Fig. 1: signal wires by layer
Scale: 6 px per µm.
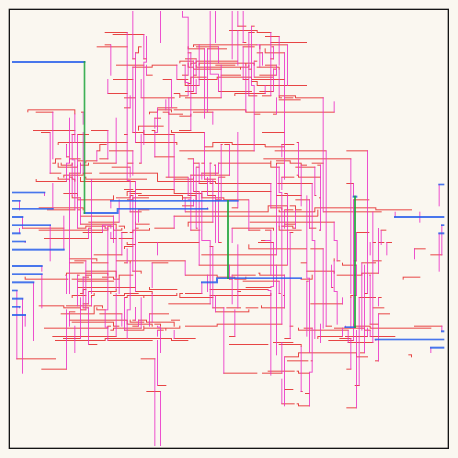
Fig. 2: sequential cells grouped by signal name
Scale: 6 px per µm. Other sequential cells in the stronger gray, the rest of the logic in the fainter gray.
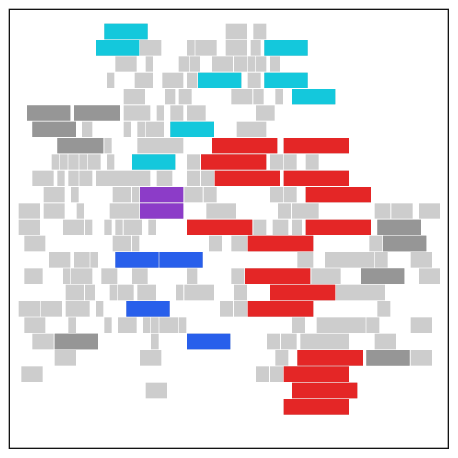
`config.mk`:
```
export PLATFORM = sky130hd
export DESIGN_NAME = reg_write_arbiter
export DESIGN_NICKNAME = d
export VERILOG_FILES = /design/src/rtl/reg_write_arbiter.sv
export SDC_FILE = /design/constraint.sdc
export NUM_CORES = 1
export LEC_CHECK = 0
export CORE_UTILIZATION = 33
export CTS_BUF_LIST = sky130_fd_sc_hd__clkbuf_4 sky130_fd_sc_hd__clkbuf_8 sky130_fd_sc_hd__clkbuf_16
export DETAILED_ROUTE_END_ITERATION = 8
export PLACE_DENSITY = 0.63
export RECOVER_POWER = 100
export SLEW_MARGIN = 20
export SYNTH_ARGS = -nofsm -noshare
export SYNTH_HDL_FRONTEND = slang
export SYNTH_SLANG_ARGS = --single-unit
```
`constraint.sdc`:
```
create_clock -name CLK -period 1.8 [get_ports CLK]
set_clock_uncertainty 0.15 [all_clocks]
set_input_delay 0.27 -clock CLK [delete_from_list [all_inputs] [get_ports CLK]]
set_output_delay 0.27 -clock CLK [all_outputs]
set_load 0.005 [all_outputs]
```
`src/rtl/reg_write_arbiter.sv`:
```
// rtl/reg_write_arbiter.sv - two-requester round-robin write arbiter over a 4-entry register bank
module reg_write_arbiter #(
  parameter int WIDTH = 4
) (
  input  logic             CLK,
  input  logic             RST,
  input  logic             REQ0,
  input  logic [1:0]       ADDR0,
  input  logic [WIDTH-1:0] DATA0,
  input  logic             REQ1,
  input  logic [1:0]       ADDR1,
  input  logic [WIDTH-1:0] DATA1,
  input  logic [1:0]       RADDR,
  output logic             GNT0,
  output logic             GNT1,
  output logic [WIDTH-1:0] RDATA,
  output logic             BUSY,
  output logic [7:0]       WCNT
);

  localparam logic [1:0] IDLE = 2'd0;
  localparam logic [1:0] WR0  = 2'd1;
  localparam logic [1:0] WR1  = 2'd2;

  logic [1:0]       state;
  logic             pri;
  logic [1:0]       waddr;
  logic [WIDTH-1:0] wdata;
  logic [WIDTH-1:0] bank [4];

  assign BUSY = (state != IDLE);

  always_ff @(posedge CLK) begin
    if (RST) begin
      state <= IDLE;
      pri   <= 1'b0;
      GNT0  <= 1'b0;
      GNT1  <= 1'b0;
      WCNT  <= 8'd0;
      RDATA <= '0;
      waddr <= 2'd0;
      wdata <= '0;
      for (int i = 0; i < 4; i++) begin
        bank[i] <= '0;
      end
    end else begin
      // Read uses the pre-write bank contents when addresses collide.
      RDATA <= bank[RADDR];
      case (state)
        IDLE: begin
          if (REQ0 && (!REQ1 || !pri)) begin
            state <= WR0;
            GNT0  <= 1'b1;
            waddr <= ADDR0;
            wdata <= DATA0;
            pri   <= 1'b1;
          end else if (REQ1) begin
            state <= WR1;
            GNT1  <= 1'b1;
            waddr <= ADDR1;
            wdata <= DATA1;
            pri   <= 1'b0;
          end
        end
        WR0, WR1: begin
          bank[waddr] <= wdata;
          WCNT        <= WCNT + 8'd1;
          state       <= IDLE;
          GNT0        <= 1'b0;
          GNT1        <= 1'b0;
        end
        default: begin
          state <= IDLE;
          GNT0  <= 1'b0;
          GNT1  <= 1'b0;
        end
      endcase
    end
  end

endmodule

```
==> out/results.tsv <==
metric	value	unit
critical-path cell list	dlygate4sd3_1	
Largest Pwr Group	sequential cells	
Comb pwr share	14.0	%
Post-Synth XOR/XNOR Area	2.110	%
Critical Path Max Stage Delay	0.59	ns
Inserted Clock Buffers	5	
Top FF cell, synth	dfxtp_1	
Logic area	686.9	µm²
Synth cell types	31	
synthesis area per yosys	0.001660	mm²
most frequent logic cell in the layout	dfxtp_1	
H-tree depth	2	
R2R setup slack	0.13	ns
number of OpenROAD warnings	26	
Setup WS pre-CTS	-0.1126	ns
max reg flops	16	
outcome	completed	
fraction of area in multi-input gates	31.48	%
reg-to-reg endpoint	WCNT[7]	
Crit. Startpoint	WCNT[4]	
GP Congestion	0.8089	
Detailed Routing Iterations Pass 1	2	
initial DRC count	29	
dpl cells	247	
Net Sw Frac	23.91	%
Core Util, Final	45.59	%
Synth area leader	edfxtp_1	
CTS tree	built	
IO Pins	33	
Die ar.	0.005319	mm²
invs w/o clock	3	
M1 GR Usage	16.23	%
switching power total	443.8	µW
Die Wd	72.93	µm
Slew Viols, Final	0	
worst vdd ir	0.0004656	V
Comb. pwr	261	µW
Crit. path cell count	1	
Worst EP arrival	1.29	ns
Flop pwr share	55.5	%
Die Ht	72.93	µm
half-perimeter wire length after placement	2.488	mm
Most flops, register	bank	
RSZ-0062 raised after global routing	false	
-- Fig. 1 (at the start) --
Key: blue = met3 [wire length 148 µm]; magenta = met2 [wire length 1610 µm]; green = met4 [wire length 59.8 µm]; red = met1 [wire length 1480 µm]
GRT Total Usage: 14.26%
Routed WL: 3.292 mm
WL per Instance: 12.91 µm
Via Count: 1167

-- Fig. 2 (at the start) --
Key: red = bank [flops 16]; cyan = WCNT [flops 8]; blue = wdata [flops 4]; purple = waddr [flops 2]
Seq group: 1030 µW
Sequential Area: 943.4 µm²

Power is estimated from default activity; no workload was simulated.
